Figure 1. Sequential cells grouped by signal name.
Scale: 2 px per um. Other sequential cells in the stronger gray, the rest of the logic in the fainter gray.
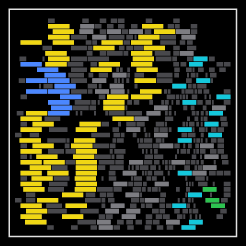
Figure 2. The clock network.
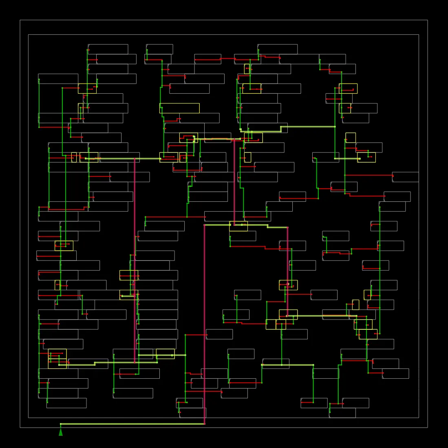
===== src/rtl/fb_port_arbiter.sv =====
`default_nettype none
// ============================================================================
// Module   : fb_port_arbiter
// Brief    : Shares one single-port frame-buffer RAM between display reads
//            (always first), a host write FIFO and a full-buffer clear engine.
// Revision : 1.0 - initial release
// ============================================================================
module fb_port_arbiter #(
    parameter int ADDR_W     = 16,
    parameter int DATA_W     = 3,
    parameter int DEPTH      = 28800,
    parameter int FIFO_DEPTH = 4
) (
    input  logic              clk,
    input  logic              rst_n,
    input  logic              disp_req,
    input  logic [ADDR_W-1:0] disp_addr,
    output logic [DATA_W-1:0] disp_data,
    output logic              disp_valid,
    input  logic              wr_valid,
    output logic              wr_ready,
    input  logic [ADDR_W-1:0] wr_addr,
    input  logic [DATA_W-1:0] wr_data,
    input  logic              clr_start,
    input  logic [DATA_W-1:0] clr_color,
    output logic              clr_busy,
    output logic              clr_done,
    output logic              wr_err,
    output logic              mem_en,
    output logic              mem_we,
    output logic [ADDR_W-1:0] mem_addr,
    output logic [DATA_W-1:0] mem_wdata,
    input  logic [DATA_W-1:0] mem_rdata
);

    localparam int PTR_W = (FIFO_DEPTH > 1) ? $clog2(FIFO_DEPTH) : 1;
    localparam int CNT_W = PTR_W + 1;

    localparam logic [ADDR_W-1:0] c_depth = ADDR_W'(DEPTH);
    localparam logic [ADDR_W-1:0] c_last  = ADDR_W'(DEPTH - 1);
    localparam logic [CNT_W-1:0]  c_full  = CNT_W'(FIFO_DEPTH);
    localparam logic [CNT_W-1:0]  c_two   = CNT_W'(2);

    typedef enum logic [1:0] {
        ST_IDLE     = 2'd0,
        ST_CLR_WAIT = 2'd1,
        ST_CLEAR    = 2'd2
    } state_t;

    state_t            r_state;
    state_t            w_state_next;
    logic [ADDR_W-1:0] r_clr_cnt;
    logic [ADDR_W-1:0] w_clr_cnt_next;
    logic [DATA_W-1:0] r_clr_color;
    logic [DATA_W-1:0] w_clr_color_next;
    logic              w_clr_wr;
    logic              w_clr_last;

    logic [ADDR_W-1:0] r_fifo_addr [FIFO_DEPTH];
    logic [DATA_W-1:0] r_fifo_data [FIFO_DEPTH];
    logic [PTR_W-1:0]  r_rd_ptr;
    logic [PTR_W-1:0]  r_wr_ptr;
    logic [CNT_W-1:0]  r_count;

    logic [PTR_W-1:0]  w_next_ptr;
    logic              w_head_vld;
    logic              w_next_vld;
    logic              w_head_oor;
    logic              w_next_oor;
    logic              w_cand_vld;
    logic [ADDR_W-1:0] w_cand_addr;
    logic [DATA_W-1:0] w_cand_data;
    logic              w_fifo_wr;
    logic              w_push;
    logic [1:0]        w_pops;
    logic              w_wr_ready;

    logic              r_mem_en;
    logic              r_mem_we;
    logic [ADDR_W-1:0] r_mem_addr;
    logic [DATA_W-1:0] r_mem_wdata;
    logic              r_rd_p1;
    logic              r_rd_p2;
    logic              r_disp_valid;
    logic [DATA_W-1:0] r_disp_data;
    logic              r_clr_done;
    logic              r_wr_err;

    // wr_ready is gated by rst_n directly so it reads 0 for the whole reset.
    assign w_wr_ready = rst_n && (r_count != c_full) && (r_state == ST_IDLE);
    assign w_push     = wr_valid && w_wr_ready;

    // FIFO head selection: an out-of-range head is dropped without using the
    // slot, letting the entry behind it write in the same cycle.
    always_comb begin
        w_next_ptr  = r_rd_ptr + PTR_W'(1);
        w_head_vld  = (r_count != '0);
        w_next_vld  = (r_count >= c_two);
        w_head_oor  = w_head_vld && (r_fifo_addr[r_rd_ptr] >= c_depth);
        w_next_oor  = (r_fifo_addr[w_next_ptr] >= c_depth);
        w_cand_vld  = 1'b0;
        w_cand_addr = r_fifo_addr[r_rd_ptr];
        w_cand_data = r_fifo_data[r_rd_ptr];
        if (w_head_vld && !w_head_oor) begin
            w_cand_vld = 1'b1;
        end else if (w_head_oor && w_next_vld && !w_next_oor) begin
            w_cand_vld  = 1'b1;
            w_cand_addr = r_fifo_addr[w_next_ptr];
            w_cand_data = r_fifo_data[w_next_ptr];
        end
        w_fifo_wr = w_cand_vld && !disp_req && (r_state != ST_CLEAR);
        w_pops    = {1'b0, w_head_oor} + {1'b0, w_fifo_wr};
    end

    always_ff @(posedge clk) begin
        if (!rst_n) begin
            r_state     <= ST_IDLE;
            r_clr_cnt   <= '0;
            r_clr_color <= '0;
        end else begin
            r_state     <= w_state_next;
            r_clr_cnt   <= w_clr_cnt_next;
            r_clr_color <= w_clr_color_next;
        end
    end

    always_comb begin
        w_state_next     = r_state;
        w_clr_cnt_next   = r_clr_cnt;
        w_clr_color_next = r_clr_color;
        w_clr_wr         = 1'b0;
        w_clr_last       = 1'b0;
        case (r_state)
            ST_IDLE: begin
                if (clr_start) begin
                    w_state_next     = ST_CLR_WAIT;
                    w_clr_color_next = clr_color;
                end
            end
            ST_CLR_WAIT: begin
                if (r_count == '0) begin
                    w_state_next   = ST_CLEAR;
                    w_clr_cnt_next = '0;
                end
            end
            ST_CLEAR: begin
                if (!disp_req) begin
                    w_clr_wr = 1'b1;
                    if (r_clr_cnt == c_last) begin
                        w_clr_last     = 1'b1;
                        w_state_next   = ST_IDLE;
                        w_clr_cnt_next = '0;
                    end else begin
                        w_clr_cnt_next = r_clr_cnt + ADDR_W'(1);
                    end
                end
            end
            default: begin
                w_state_next = ST_IDLE;
            end
        endcase
    end

    always_ff @(posedge clk) begin
        if (w_push) begin
            r_fifo_addr[r_wr_ptr] <= wr_addr;
            r_fifo_data[r_wr_ptr] <= wr_data;
        end
    end

    always_ff @(posedge clk) begin
        if (!rst_n) begin
            r_rd_ptr <= '0;
            r_wr_ptr <= '0;
            r_count  <= '0;
            r_wr_err <= 1'b0;
        end else begin
            if (w_push) begin
                r_wr_ptr <= r_wr_ptr + PTR_W'(1);
            end
            r_rd_ptr <= r_rd_ptr + PTR_W'(w_pops);
            r_count  <= r_count + CNT_W'(w_push) - CNT_W'(w_pops);
            if (w_head_oor) begin
                r_wr_err <= 1'b1;
            end
        end
    end

    // RAM port: display read, else clear write, else host write.
    always_ff @(posedge clk) begin
        if (!rst_n) begin
            r_mem_en    <= 1'b0;
            r_mem_we    <= 1'b0;
            r_mem_addr  <= '0;
            r_mem_wdata <= '0;
        end else if (disp_req) begin
            r_mem_en    <= 1'b1;
            r_mem_we    <= 1'b0;
            r_mem_addr  <= disp_addr;
            r_mem_wdata <= '0;
        end else if (w_clr_wr) begin
            r_mem_en    <= 1'b1;
            r_mem_we    <= 1'b1;
            r_mem_addr  <= r_clr_cnt;
            r_mem_wdata <= r_clr_color;
        end else if (w_fifo_wr) begin
            r_mem_en    <= 1'b1;
            r_mem_we    <= 1'b1;
            r_mem_addr  <= w_cand_addr;
            r_mem_wdata <= w_cand_data;
        end else begin
            r_mem_en    <= 1'b0;
            r_mem_we    <= 1'b0;
            r_mem_addr  <= '0;
            r_mem_wdata <= '0;
        end
    end

    // Request -> port -> RAM data -> disp_data: fixed three-cycle pipeline.
    always_ff @(posedge clk) begin
        if (!rst_n) begin
            r_rd_p1      <= 1'b0;
            r_rd_p2      <= 1'b0;
            r_disp_valid <= 1'b0;
            r_disp_data  <= '0;
            r_clr_done   <= 1'b0;
        end else begin
            r_rd_p1      <= disp_req;
            r_rd_p2      <= r_rd_p1;
            r_disp_valid <= r_rd_p2;
            if (r_rd_p2) begin
                r_disp_data <= mem_rdata;
            end
            r_clr_done   <= w_clr_last;
        end
    end

    assign wr_ready   = w_wr_ready;
    assign clr_busy   = (r_state == ST_CLR_WAIT) || (r_state == ST_CLEAR);
    assign clr_done   = r_clr_done;
    assign wr_err     = r_wr_err;
    assign mem_en     = r_mem_en;
    assign mem_we     = r_mem_we;
    assign mem_addr   = r_mem_addr;
    assign mem_wdata  = r_mem_wdata;
    assign disp_valid = r_disp_valid;
    assign disp_data  = r_disp_data;

endmodule
`default_nettype wire


===== config.mk =====
export PLATFORM = sky130hd
export DESIGN_NAME = fb_port_arbiter
export DESIGN_NICKNAME = d
export VERILOG_FILES = /design/src/rtl/fb_port_arbiter.sv
export SDC_FILE = /design/constraint.sdc
export NUM_CORES = 1
export LEC_CHECK = 0
export CORE_MARGIN = 2
export CORE_UTILIZATION = 50
export CTS_BUF_LIST = sky130_fd_sc_hd__clkbuf_8
export CTS_CLUSTER_DIAMETER = 30
export DETAILED_ROUTE_END_ITERATION = 16
export GPL_TIMING_DRIVEN = 0
export PLACE_DENSITY = 0.69
export SETUP_SLACK_MARGIN = 0.05
export SYNTH_ARGS = -nofsm -noshare
export SYNTH_HDL_FRONTEND = slang
export SYNTH_SLANG_ARGS = --single-unit

===== constraint.sdc =====
create_clock -name clk -period 5.6 [get_ports clk]
set_input_delay 0.84 -clock clk [delete_from_list [all_inputs] [get_ports clk]]
set_output_delay 0.84 -clock clk [all_outputs]
set_load 0.02 [all_outputs]

==> flow_metrics.py <==
# Metrics from the implementation run
metrics = {
    "status": {
        "outcome": "completed",
    },
    "cts": {
        "clk_pin_slew_ps": 70,
        "clockRootBuffer": "clkbuf_8",
        "cts_tree": "built",
    },
    "power_and_ir_drop": {
        "power_leakage_uw": 0.00248,
        "p_sw_share_pct": 31.9,
        "p_comb_share_pct": 34.8,
        "power.internal_uw": 1990,
        "vdd_drop_max_uv": 219,
        "powerComb_uw": 1020,
        "finalPower_uw": 2920,
        "switching_power_uw": 933,
        "powerDensity_mw_per_mm2": 406,
    },
    "global_route": {
        "met2_usage_pct": 37.0,
        "grt_pass1_vias": 4030,
        "grt_max_degree": 20,
        "grt_pass1_wl_um": 20500,
        "top_usage_layer": "met2",
        "grt_usage_pct": 21.8,
        "antenna_found_initial": 0,
    },
    "setup_path": {
        "r2r_end": "r_count[2]",
        "worstPathMaxFanout": 10,
        "worstSetupStartpointType": "flop",
        "worstPathArrival_ps": 4650,
        "path_cells": "buf_1 > buf_2 > mux4_2 > nor4_1 > a21oi_1 > mux2_2 > nor3_1 > ha_1 > ha_1 > inv_1 > ha_1 > fa_1 > xnor2_1 > xnor2_1 > nor2_1",
        "r2r_setup_slack_ps": 1270,
        "worst_path_most_repeated_cell": "ha_1",
        "critPathKind": "flop to flop",
        "cp.buffers_inverters": 3,
        "endpoint": "r_count[2]",
        "crit_path_top_delay_cell": "buf_1",
    },
    "synth": {
        "xor_area_share_pct": 2.66,
        "ys_types": 45,
        "top_logic_kind": "multiplexers",
        "synth_seq_share_pct": 57.8,
        "yosys-top-cells-count": "edfxtp_1 (76), dfxtp_1 (57), mux4_2 (31), nor2_1 (27), nand2_1 (17)",
        "synth_area_mm2": 0.00592,
        "ys_top_cells_by_area": "edfxtp_1 (39%), dfxtp_1 (19%), mux4_2 (12%)",
        "top_cell": "edfxtp_1",
        "synth_top_area_share_pct": 38.5,
        "yosys.area_share.aoi_pct": 9.15,
        "async_reset_ff_share_pct": 0,
        "synthCells": 411,
        "yosys_warnings": 0,
    },
    "cells_and_area": {
        "largest_class": "flip-flops and latches",
        "logic_gate_count": 245,
        "fin_area_mm2": 0.00719,
        "flop-count": 133,
        "clock_cell_area_share_pct": 4.98,
        "syn_to_final_growth_pct": 21.4,
        "fillers": 865,
        "inverters": 13,
        "layout.nonclk_buf_share_pct": 11.5,
        "largest-register": "r_fifo_addr",
    },
    "run": {
        "cap_viol_max_count": 0,
    },
    "die": {
        "tapCellCount": 143,
        "placementRows": 39,
        "fp_util_pct": 51.6,
        "dieArea_mm2": 0.0127,
        "die_w_um": 113,
    },
    "placement": {
        "dp_slack_ps": 1290,
        "postPlaceCellArea_mm2": 0.00683,
        "place_congestion": 0.826,
        "port_buffers": 73,
    },
    "worst_hold_path": {
        "holdPathEnd": "r_rd_p2",
        "hold_depth": 1,
        "hold_class": "flop to flop",
        "min_from": "r_rd_p1",
    },
    "timing": {
        "finalSetupViolCount": 0,
        "rsz0062_at_grt": "false",
        "worst_pin_slew_ps": 1280,
        "whs_ps": 452,
        "layout_setup_ws_ps": 1270,
        "max_freq_mhz": 231,
        "fin_crit_ps": 4330,
    },
    "detailed_routing": {
        "met1_length_um": 5520,
        "detail_route.wl_per_cell_um": 20.1,
        "ant_nets": 0,
        "dr_wl_met3_um": 754,
        "first_pass_iters": 4,
        "drt_iter0_markers": 292,
    },
}
About Figure 1:
color	name in the netlist	flops
blue	`r_fifo_data`	12
green	`disp_data`	3
yellow	`r_fifo_addr`	64
cyan	`r_clr_cnt`	16
not colored	38
Seq. pwr: 1190 uW
Final Util: 62.7%
Seq/total area: 47.6%
Flop area: 0.00342 mm2

About Figure 2:
Worst-Skew Late Latency: 450 ps
clk sink count: 133

Power and IR drop assume default switching activity.
